run_1/met3.png
Scale bar: 50 µm.
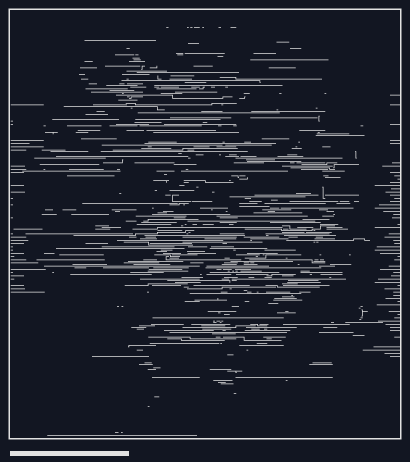
run_1/port_nets.png
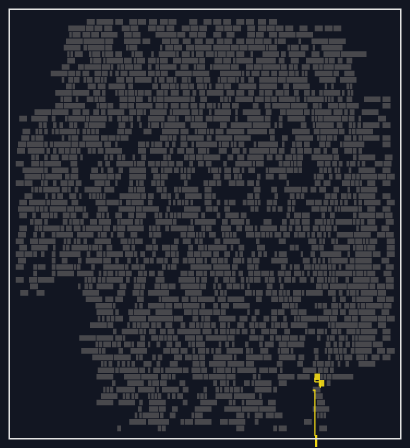
run_1/met2.png
Cells faint in the background.
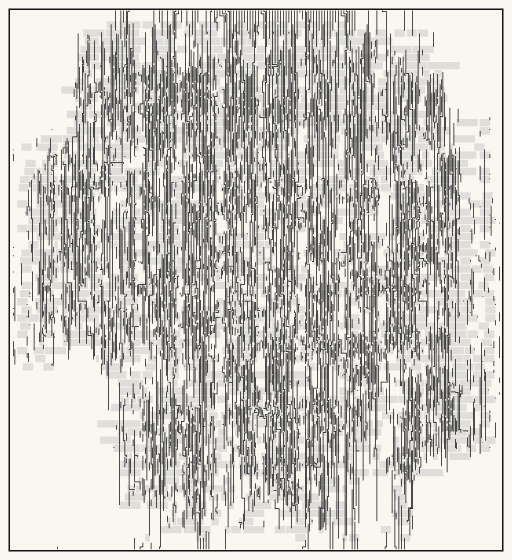
## src/rtl/bingo_master_param.sv

```systemverilog
// bingo_master_param: local-side controller for a two-board SIDE x SIDE Bingo game.
// Runs the start handshake, board fill, alternating guess turns with the
// peer, optional turn timeout with auto-pick, line counting and WIN/LOSE.
//
// Ports:
//   clk, rst                 clock; synchronous active-high reset
//   link_rst                 reset request from peer board (same effect as rst)
//   start_game               level; starts from IDLE, acknowledges from FIN
//   key_num, key_enter       keypad number and one-cycle commit strobe
//   tx_ready                 link accepts the current message this cycle
//   rx_en, rx_type, rx_num   peer message strobe, type and number
//   tx_en, tx_type, tx_num   outgoing message request, type and number
//   map                      cell numbers, cell 0 in the LSBs, row-major
//   circle                   marked cells
//   line_cnt                 completed lines (rows + columns + diagonals)
//   game_state               current FSM state encoding
//   win, lose                local board won / peer won
//   err_key                  one-cycle pulse: key entry rejected
module bingo_master_param #(
    parameter int unsigned SIDE         = 5,
    parameter int unsigned NUM_W        = 5,
    parameter int unsigned LINES_TO_WIN = 5,
    parameter int unsigned TURN_TIMEOUT = 0,
    parameter int unsigned CNT_W        = 4
) (
    input  logic                         clk,
    input  logic                         rst,
    input  logic                         link_rst,
    input  logic                         start_game,
    input  logic [NUM_W-1:0]             key_num,
    input  logic                         key_enter,
    input  logic                         tx_ready,
    input  logic                         rx_en,
    input  logic [2:0]                   rx_type,
    input  logic [NUM_W-1:0]             rx_num,
    output logic                         tx_en,
    output logic [2:0]                   tx_type,
    output logic [NUM_W-1:0]             tx_num,
    output logic [SIDE*SIDE*NUM_W-1:0]   map,
    output logic [SIDE*SIDE-1:0]         circle,
    output logic [CNT_W-1:0]             line_cnt,
    output logic [3:0]                   game_state,
    output logic                         win,
    output logic                         lose,
    output logic                         err_key
);

    localparam int unsigned N      = SIDE * SIDE;
    localparam int unsigned IDX_W  = $clog2(N + 1);
    localparam int unsigned TMO_W  = (TURN_TIMEOUT > 1) ? $clog2(TURN_TIMEOUT) : 1;
    localparam bit          TMO_EN = (TURN_TIMEOUT != 0);

    // Inter-board message encodings shared with the peer board
    localparam logic [2:0] MSG_START   = 3'd1;
    localparam logic [2:0] MSG_TURN    = 3'd2;
    localparam logic [2:0] MSG_SEL_NUM = 3'd3;
    localparam logic [2:0] MSG_WIN     = 3'd4;

    typedef enum logic [3:0] {
        S_IDLE          = 4'd0,
        S_SEND_START    = 4'd1,
        S_SELECT        = 4'd2,
        S_WAIT_PEER_SEL = 4'd3,
        S_MY_GUESS      = 4'd4,
        S_SEND_NUM      = 4'd5,
        S_CHECK_MY      = 4'd6,
        S_SEND_TURN     = 4'd7,
        S_WAIT_PEER     = 4'd8,
        S_CHECK_PEER    = 4'd9,
        S_SEND_WIN      = 4'd10,
        S_FIN           = 4'd11
    } state_t;

    state_t                   state_q, state_d;
    logic [N-1:0][NUM_W-1:0]  map_q;
    logic [N-1:0]             circle_q;
    logic [N-1:0]             used_q;     // numbers already guessed by either side
    logic [N-1:0]             placed_q;   // numbers already placed during board fill
    logic [IDX_W-1:0]         idx_q;
    logic [TMO_W-1:0]         tmo_q;

    logic                     sel_wr_c;
    logic                     guess_acc_c;
    logic [NUM_W-1:0]         guess_num_c;
    logic                     peer_acc_c;
    logic                     err_c;
    logic                     win_set_c;
    logic                     lose_set_c;
    logic                     clear_c;
    logic                     auto_ok_c;
    logic [NUM_W-1:0]         auto_num_c;
    logic [CNT_W-1:0]         lines_c;
    logic                     mark_en_c;
    logic [NUM_W-1:0]         mark_num_c;

    // True when n is in 1..N and not yet present in set
    function automatic logic num_free(input logic [NUM_W-1:0] n, input logic [N-1:0] set);
        logic f;
        f = 1'b0;
        for (int i = 0; i < int'(N); i++) begin
            if (n == NUM_W'(i + 1) && !set[i]) f = 1'b1;
        end
        return f;
    endfunction

    // One-hot set bit for number n (zero for out-of-range n)
    function automatic logic [N-1:0] num_bit(input logic [NUM_W-1:0] n);
        logic [N-1:0] b;
        b = '0;
        for (int i = 0; i < int'(N); i++) begin
            if (n == NUM_W'(i + 1)) b[i] = 1'b1;
        end
        return b;
    endfunction

    // Lowest unused number for timeout auto-pick
    always_comb begin
        auto_ok_c  = 1'b0;
        auto_num_c = '0;
        for (int i = int'(N) - 1; i >= 0; i--) begin
            if (!used_q[i]) begin
                auto_ok_c  = 1'b1;
                auto_num_c = NUM_W'(i + 1);
            end
        end
    end

    // Completed-line count from the current circle pattern
    always_comb begin
        logic full_r;
        logic full_c;
        logic full_d;
        logic full_a;
        lines_c = '0;
        full_d  = 1'b1;
        full_a  = 1'b1;
        for (int r = 0; r < int'(SIDE); r++) begin
            full_r = 1'b1;
            full_c = 1'b1;
            for (int k = 0; k < int'(SIDE); k++) begin
                full_r = full_r & circle_q[r * int'(SIDE) + k];
                full_c = full_c & circle_q[k * int'(SIDE) + r];
            end
            lines_c = lines_c + CNT_W'(full_r) + CNT_W'(full_c);
        end
        for (int k = 0; k < int'(SIDE); k++) begin
            full_d = full_d & circle_q[k * int'(SIDE) + k];
            full_a = full_a & circle_q[k * int'(SIDE) + int'(SIDE) - 1 - k];
        end
        lines_c = lines_c + CNT_W'(full_d) + CNT_W'(full_a);
    end

    // State register
    always_ff @(posedge clk) begin
        if (rst || link_rst) state_q <= S_IDLE;
        else                 state_q <= state_d;
    end

    // Next-state and datapath control
    always_comb begin
        state_d     = state_q;
        sel_wr_c    = 1'b0;
        guess_acc_c = 1'b0;
        guess_num_c = key_num;
        peer_acc_c  = 1'b0;
        err_c       = 1'b0;
        win_set_c   = 1'b0;
        lose_set_c  = 1'b0;
        clear_c     = 1'b0;
        case (state_q)
            S_IDLE: begin
                if (start_game) state_d = S_SEND_START;
            end
            S_SEND_START: begin
                if (tx_ready) state_d = S_SELECT;
            end
            S_SELECT: begin
                if (key_enter) begin
                    if (num_free(key_num, placed_q)) begin
                        sel_wr_c = 1'b1;
                        if (idx_q == IDX_W'(N - 1)) state_d = S_WAIT_PEER_SEL;
                    end else begin
                        err_c = 1'b1;
                    end
                end
            end
            S_WAIT_PEER_SEL: begin
                if (rx_en && rx_type == MSG_TURN) state_d = S_MY_GUESS;
            end
            S_MY_GUESS: begin
                // A real key strobe wins over a coincident timeout
                if (key_enter) begin
                    if (num_free(key_num, used_q)) begin
                        guess_acc_c = 1'b1;
                        state_d     = S_SEND_NUM;
                    end else begin
                        err_c = 1'b1;
                    end
                end else if (TMO_EN && tmo_q == TMO_W'(TURN_TIMEOUT - 1) && auto_ok_c) begin
                    guess_acc_c = 1'b1;
                    guess_num_c = auto_num_c;
                    state_d     = S_SEND_NUM;
                end
            end
            S_SEND_NUM: begin
                if (tx_ready) state_d = S_CHECK_MY;
            end
            S_CHECK_MY: begin
                state_d = (lines_c >= CNT_W'(LINES_TO_WIN)) ? S_SEND_WIN : S_SEND_TURN;
            end
            S_SEND_TURN: begin
                if (tx_ready) state_d = S_WAIT_PEER;
            end
            S_WAIT_PEER: begin
                if (rx_en) begin
                    if (rx_type == MSG_SEL_NUM && num_free(rx_num, used_q)) begin
                        peer_acc_c = 1'b1;
                        state_d    = S_CHECK_PEER;
                    end else if (rx_type == MSG_WIN) begin
                        lose_set_c = 1'b1;
                        state_d    = S_FIN;
                    end
                end
            end
            S_CHECK_PEER: begin
                state_d = (lines_c >= CNT_W'(LINES_TO_WIN)) ? S_SEND_WIN : S_MY_GUESS;
            end
            S_SEND_WIN: begin
                if (tx_ready) begin
                    win_set_c = 1'b1;
                    state_d   = S_FIN;
                end
            end
            S_FIN: begin
                if (start_game) begin
                    clear_c = 1'b1;
                    state_d = S_IDLE;
                end
            end
            default: state_d = S_IDLE;
        endcase
    end

    assign mark_en_c  = guess_acc_c | peer_acc_c;
    assign mark_num_c = guess_acc_c ? guess_num_c : rx_num;

    // Board, line count, result and turn timer registers
    always_ff @(posedge clk) begin
        if (rst || link_rst) begin
            map_q    <= '0;
            circle_q <= '0;
            used_q   <= '0;
            placed_q <= '0;
            idx_q    <= '0;
            line_cnt <= '0;
            win      <= 1'b0;
            lose     <= 1'b0;
            err_key  <= 1'b0;
            tmo_q    <= '0;
        end else begin
            err_key <= err_c;
            if (clear_c) begin
                map_q    <= '0;
                circle_q <= '0;
                used_q   <= '0;
                placed_q <= '0;
                idx_q    <= '0;
                line_cnt <= '0;
                win      <= 1'b0;
                lose     <= 1'b0;
            end else begin
                line_cnt <= lines_c;
                if (sel_wr_c) begin
                    for (int c = 0; c < int'(N); c++) begin
                        if (idx_q == IDX_W'(c)) map_q[c] <= key_num;
                    end
                    placed_q <= placed_q | num_bit(key_num);
                    idx_q    <= idx_q + IDX_W'(1);
                end
                if (mark_en_c) begin
                    for (int c = 0; c < int'(N); c++) begin
                        if (map_q[c] == mark_num_c) circle_q[c] <= 1'b1;
                    end
                    used_q <= used_q | num_bit(mark_num_c);
                end
                if (win_set_c)  win  <= 1'b1;
                if (lose_set_c) lose <= 1'b1;
            end
            // Timer restarts on every entry into MY_GUESS
            if (state_q == S_MY_GUESS && state_d == S_MY_GUESS) tmo_q <= tmo_q + TMO_W'(1);
            else                                                tmo_q <= '0;
        end
    end

    // Outgoing message registers follow the next state so tx_en spans the SEND_* state
    always_ff @(posedge clk) begin
        if (rst || link_rst) begin
            tx_en   <= 1'b0;
            tx_type <= 3'd0;
            tx_num  <= '0;
        end else begin
            tx_en   <= 1'b0;
            tx_type <= 3'd0;
            tx_num  <= '0;
            case (state_d)
                S_SEND_START: begin
                    tx_en   <= 1'b1;
                    tx_type <= MSG_START;
                end
                S_SEND_NUM: begin
                    tx_en   <= 1'b1;
                    tx_type <= MSG_SEL_NUM;
                    tx_num  <= guess_acc_c ? guess_num_c : tx_num;
                end
                S_SEND_TURN: begin
                    tx_en   <= 1'b1;
                    tx_type <= MSG_TURN;
                end
                S_SEND_WIN: begin
                    tx_en   <= 1'b1;
                    tx_type <= MSG_WIN;
                end
                default: ;
            endcase
        end
    end

    assign map        = map_q;
    assign circle     = circle_q;
    assign game_state = state_q;

endmodule

```

## config.mk

```make
export PLATFORM = sky130hd
export DESIGN_NAME = bingo_master_param
export DESIGN_NICKNAME = d
export VERILOG_FILES = /design/src/rtl/bingo_master_param.sv
export SDC_FILE = /design/constraint.sdc
export NUM_CORES = 1
export LEC_CHECK = 0
export CORE_ASPECT_RATIO = 1.1
export CORE_MARGIN = 2
export CORE_UTILIZATION = 46
export CTS_BUF_LIST = sky130_fd_sc_hd__clkbuf_16
export DETAILED_ROUTE_END_ITERATION = 8
export PLACE_DENSITY = 0.76
export SLEW_MARGIN = 20
export SYNTH_ARGS = -nofsm -noshare
export SYNTH_HDL_FRONTEND = slang
export SYNTH_SLANG_ARGS = --single-unit
```

## constraint.sdc

```tcl
create_clock -name clk -period 5.1 [get_ports clk]
set_input_delay 1.02 -clock clk [delete_from_list [all_inputs] [get_ports clk]]
set_output_delay 1.02 -clock clk [all_outputs]
set_load 0.03 [all_outputs]
```

==> run summary, run 1 <==
The implementation run finished. Setup repair after global routing could not meet its margin everywhere. Mean instance size in the synthesized netlist landed at 8.18 µm². The final layout report lists a non-clock buffer count of 288. The critical path is of the reg2reg type. The biggest slice of the total power is consumed by the clock network.

Looking at hold timing, the worst path starts from placed_q[21]. In this design, the largest share of critical-path delay is due to adder cells. Global-route wire length before repair landed at 75.6 mm.

The worst path in the final design needs a cycle of 5220 ps, including I/O delays and setup. Relative area of clock buffers and inverters in the final design landed at 0.0483. Clock group total power landed at 1.80 mW.

Total number of yosys warnings landed at 0. The synthesis stats list as the most numerous cell sky130_fd_sc_hd__dfxtp_1. Per the final layout report, the fraction of cells sized above drive strength 1 comes to 0.121.

Number of max-slew violations in the final report landed at 0. Multi-input combinational cell area landed at 0.00794 mm². Instance tally after logic synthesis landed at 1591. After synthesis the netlist holds a flip-flop and latch count of 225. Looking at the clock tree report, the maximum root-to-sink buffer count equals 3.

Of all nets on the critical path, the largest fanout is 6. Initial antenna violation count landed at 0. Total area of sequential cells landed at 0.00454 mm². Post-detailed-route DRC marker count landed at 0.

In the floorplan report the effective utilization is 0.467. TritonCTS built the clock tree. The worst setup path is captured at a flop. The timing report gives the biggest stage delay along the critical path as 590 ps. Number of clock buffers inserted by TritonCTS landed at 25. Per the cell usage report, the commonest logic cells after layout are sky130_fd_sc_hd__dfxtp_1, sky130_fd_sc_hd__clkdlybuf4s50_1, sky130_fd_sc_hd__nor2_1. By instance count after routing, the leading logic cell type is sky130_fd_sc_hd__dfxtp_1. Cell row count landed at 64.

The number of warnings reported in the stage logs is 31. Per the synthesis report, the AND-OR/OR-AND share of the synthesized area is 0.217. The critical path's slowest stage uses the library cell sky130_fd_sc_hd__or4_4. For this sky-water flow run, the detailed-routed wirelength per cell is reported as 23.4 µm. Final setup slack of the worst path landed at -121 ps.

Async set or reset register ratio after synthesis landed at 0. Number of tap instances landed at 363. The switching portion of total power comes to 0.264. The die is 180 µm tall.

Die outline width landed at 164 µm. CTS built an H-tree with a depth of 1. Per the timing report, the most critical flop-to-flop path finishes at tx_num[1].

Critical path data arrival time landed at 5690 ps. The number of global-route vias before repair is 12700. Relative slew slack landed at 0.313.

Placed instance count landed at 2102. The number of buffers and inverters on the critical path is 2. The most critical setup path has its startpoint at circle[18]. Total placed instance area landed at 0.0155 mm². Count of endpoints failing setup in the final report landed at 6. The cell-mix breakdown from Yosys lists the XOR/XNOR area share as 0.0754. Before antenna repair, the detailed router went through 6 iterations.

For the sequential group, total power comes out at 1.76 mW. Overall routing resource usage recorded by global route was 0.330. Critical path depth in cells landed at 18.

By area, combinational gates come first. Timing-limited maximum frequency landed at 0.192 GHz. Cell area power density landed at 241 mW/mm². Cell count in the Yosys report landed at 1591.

The checks that failed: setup timing. The cell sequence reported for the critical path is and3_4 > nand3_2 > fa_1 > fa_1 > fa_1 > fa_1 > inv_1 > ha_2 > inv_2 > fa_1 > nand2b_1 > a221o_2 > o21ai_1 > nand3b_1 > nand3_1 > and3b_2 > or4_4 > nor2_2. Fraction of cell area in non-clock buffers landed at 0.159. For this run, the script counts the antenna cells in the layout as 1.

In the finished design, the share of the clock period the worst path needs comes to 1.02. Final hold slack landed at 461 ps. The flow ran to the end, but the final reports show violations. The largest total area in the synthesized netlist belongs to sky130_fd_sc_hd__dfxtp_1.

DRC marker count from the first detailed-route iteration landed at 1879. The final timing report lists clock skew as 20.2 ps. In the placement report, post-DP HPWL is listed as 35.5 mm.

The tree is rooted in a sky130_fd_sc_hd__clkbuf_16.
Back to the opening pictures, met3.png:
share of all routed wire	12%
wire length on this layer	6060 µm
main direction	horizontal
met3 Usage GRT: 0.0872
total number of vias: 13800
sum of routed wire length over all layers: 50.4 mm

Back to the opening pictures, port_nets.png:
color	port	direction	edge	end cells	wire
yellow	rx_en	input	bottom	2	27.6 µm
count of input and output buffers: 189
boundary pin count: 190

Back to the opening pictures, met2.png:
longest straight run	75.5 µm
nets with wire on the layer	1485
share of all routed wire	44%
wire length on this layer	22.2 mm
met2 capacity usage during global routing: 0.503

-- run 1: sequential cells by signal, summed over array words and instances (netlist names) --
register,count
map,125
circle,25
placed_q,25
used_q,25
idx_q,5
tx_num,5
game_state,4
line_cnt,4
tx_type,3
err_key,1
lose,1
tx_en,1
win,1
-- run 1: what timing repair did --
| action | CTS | global route |
|---|---|---|
| gates resized | 19 | 8 |
| hold endpoints to repair | 0 | 0 |
| setup endpoints to repair | 6 | 10 |
| pin swaps | 12 | 12 |
| buffers inserted | 5 | 4 |
-- run 1: metal layers --
| metal | vias to the layer above | routed length (µm) |
|---|---|---|
| li1 | 6171 | - |
| met1 | 6435 | 19400 |
| met2 | 946 | 22200 |
| met3 | 201 | 6060 |
| met4 | 0 | 2630 |
| met5 | - | 0 |
run_1/final_placement.png
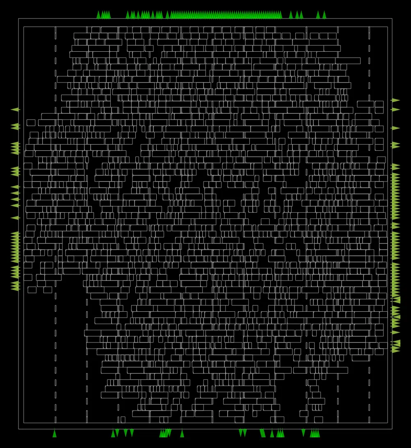

==> run 1 -> run 2 <==
Settings changed: PLACE_DENSITY 0.76 to unset, PLACE_DENSITY_LB_ADDON set to 0.15.
run_2/final_placement.png
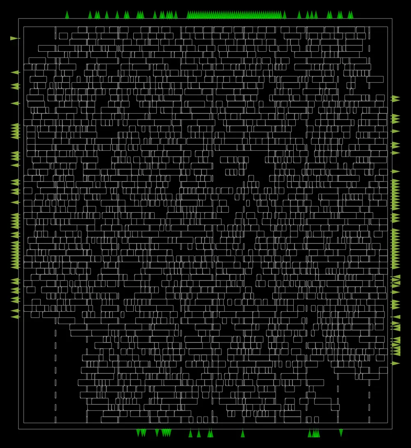
tapcell count: 363
placeable core region: 0.0279 mm²
Cell Count, Final, Fillers Out: 2164

run_2/met3.png
Scale bar: 50 µm.
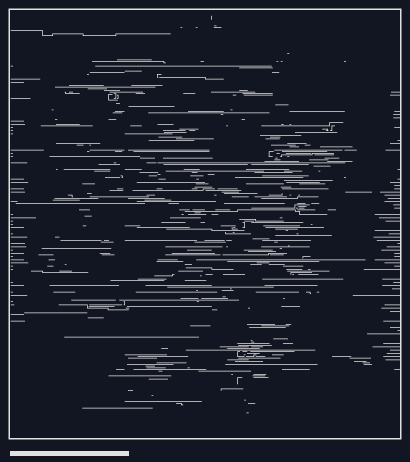
wire length on this layer	4600 µm
main direction	horizontal
nets with wire on the layer	291
longest straight run	78.9 µm
total number of vias: 13500
met3 Usage GRT: 0.0536
sum of routed wire length over all layers: 51.1 mm

run_2/port_nets.png
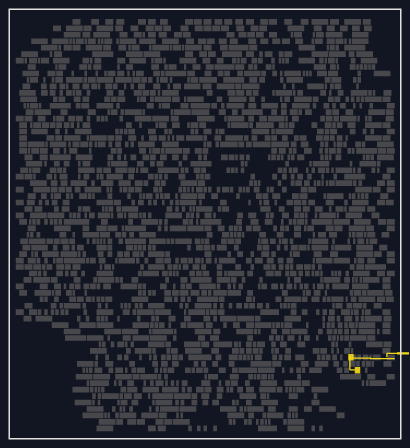
color	port	direction	edge	end cells	wire
yellow	rx_en	input	right	2	34.0 µm

==> run 2 against run 1 <==
Effect of this change:
- the run still ends with setup timing left
- synthesized cell count unchanged
- critical path depth is the same
- clock skew fell by 8.7 ps
- worst hold slack better by 4.0 ps
- synthesized area stayed put
- clock power decreased by 6%
- fmax increased by 1.2%
- worst setup slack better by 64 ps
- count of clock-buffer cells in the layout unchanged
- global-route usage increased by 0.75 points
- die area unchanged
- largest cell class unchanged
- largest power group is now registers
- highest routed layer unchanged
==> run summary, run 2 <==
The implementation run finished. Compound-cell area share of the yosys netlist landed at 0.217 (unchanged). Total number of yosys warnings landed at 0 (unchanged). Sorting the Yosys area breakdown by cell type puts at the top sky130_fd_sc_hd__dfxtp_1. Number of global-route vias before repair landed at 12800 (+1.2%). The run finished, with violations left. The most frequently used library cell after synthesis is sky130_fd_sc_hd__dfxtp_1. Looking at the clock tree report, the root buffer type is sky130_fd_sc_hd__clkbuf_16. Signal routing reaches up to met4.

Met1 wire length landed at 20.9 mm (+7.4%). The final period utilization came to 1.01 (-0.0125). Global-route wire length before repair landed at 77.7 mm (+2.7%).

The routing usage on met2 came to 0.535 (+0.0321). The placed instance count was 2114 (+0.57%). Number of buffers inserted by port buffering landed at 189 (unchanged). Post-detailed-route DRC marker count landed at 0 (unchanged). Effective utilization at floorplan landed at 0.467 (unchanged). Entering global routing, the biggest net connects 50 pins. Async set or reset register ratio after synthesis landed at 0 (unchanged). The number of antenna repair diodes came to 0 (-1).

Critical path depth in cells landed at 18 (unchanged). Total placed instance area landed at 0.0157 mm² (+0.72%). Initial antenna violation count landed at 1 (+1). Final critical path time including I/O delays and setup landed at 5160 ps (-63.7 ps). Number of flip-flops under the largest register name landed at 125 (unchanged). The checks that failed: setup timing. Timing-limited maximum frequency landed at 0.194 GHz (+1.2%). Of the total power, combinational logic draws 0.110.

Summed over all combinational cells, the power is 0.429 mW. Amount of wire on met2 after detailed routing landed at 23.3 mm (+4.6%). In the power breakdown, the biggest contributor is registers. Count of endpoints failing setup in the final report landed at 5 (-1). Post-synthesis sequential element count landed at 225 (unchanged). The OpenROAD report gives the critical path a required time of 5570 ps. STA classifies the critical path endpoint as a flop. The instance tally after logic synthesis is 1591 (unchanged).

Height of the die landed at 180 µm (unchanged). The critical path's slowest stage uses the library cell sky130_fd_sc_hd__or4_4. Top-level port count landed at 190 (unchanged). Final hold slack landed at 465 ps (+3.96 ps). Final setup skew landed at 11.5 ps (-8.74 ps). Share of total power consumed by net switching landed at 0.269 (+0.00492).

Power dissipated in sequential cells landed at 1.76 mW (about the same). Maximum net fanout on the critical path landed at 6 (unchanged). The report counts max-capacitance violations totalling 0.

The share of final-layout standard cells stronger than drive strength 1 was 0.122 (+0.000996). Relative slew slack landed at 0.373 (+0.0602). The cell area power density came to 235 mW/mm² (-2.4%). The setup path with the least slack is of type reg2reg. Mean instance size in the synthesized netlist landed at 8.18 µm² (unchanged). The final setup slack of the worst path came to -57.5 ps (+63.7 ps). TritonCTS built the clock tree. The buffer-and-inverter tally for the worst setup path came to 2 (unchanged). The total iterations of the first detailed-routing run is 6 (unchanged). Maximum buffer depth of the clock tree landed at 3 (unchanged). The average wire per cell in the routed design came to 23.6 µm (+1.0%). The cell sequence reported for the critical path is and3_4 > nand3_2 > fa_1 > fa_1 > fa_1 > fa_1 > inv_1 > ha_2 > inv_2 > fa_1 > xnor2_1 > a221o_2 > nand3_1 > a21oi_1 > a221oi_2 > nand2_1 > or4_4 > a21oi_1. Ranking logic cells in the layout by count gives the top entries sky130_fd_sc_hd__dfxtp_1, sky130_fd_sc_hd__clkdlybuf4s50_1, sky130_fd_sc_hd__nor2_1. Overall routing resource usage landed at 0.337 (+0.00747). Number of max-slew violations in the final report landed at 0 (unchanged). The clock group total power is 1.69 mW (-6%). The cell row count came to 64 (unchanged). Wire length on met3 landed at 4.60 mm (-24%). The number of clock buffers inserted by TritonCTS came to 25 (unchanged). Number of H-tree levels landed at 1 (unchanged). The largest incremental delay on the critical path was 580 ps (about the same). Cell count in the Yosys report landed at 1591 (unchanged). The placement summary gives the final routability congestion estimate as 0.945. The cell-mix breakdown from Yosys lists the adder-cell area share as 0.0194. Grouping stages by cell kind, the critical path spends the most delay in adder cells. The critical path data arrival time was 5620 ps (-70 ps).

Placed wire-length estimate after detailed placement landed at 36.0 mm (+1.5%). STA classifies the critical path startpoint as a flop. The DRC marker count from the first detailed-route iteration was 1526 (-19%). The die outline width was 164 µm (unchanged). Setup repair after global routing could not meet its margin everywhere. Xor-xnor portion of the synthesized cell area landed at 0.0754 (unchanged). Counting only logic cells after layout, the most numerous master is sky130_fd_sc_hd__dfxtp_1.
run 2: worst paths after layout:
path / from / endpoint / slack [ps]
hold reg to reg: placed_q[21] / placed_q[21] / 470
hold / removal: placed_q[21] / placed_q[21] / 470
setup / recovery: circle[18] / tx_num[3] / -60
setup reg to reg: circle[18] / tx_num[3] / -60
run 2: area by class of cell:
type,instances,area (µm²)
sequential,225,4540
clock inverter,20,116
timing repair buffer,297,2720
inverter,40,150
tap,363,454
fill,2530,11400
clock buffer,25,626
multi-input combinational,1194,7900
run 2: what timing repair did:
action / CTS / global route
cloned: 0 / 0
pin swaps: 7 / 1
gates resized: 12 / 5
setup buffers: 3 / 2
endpoints found under the setup margin: 6 / 8
Power is estimated from default activity; no workload was simulated.
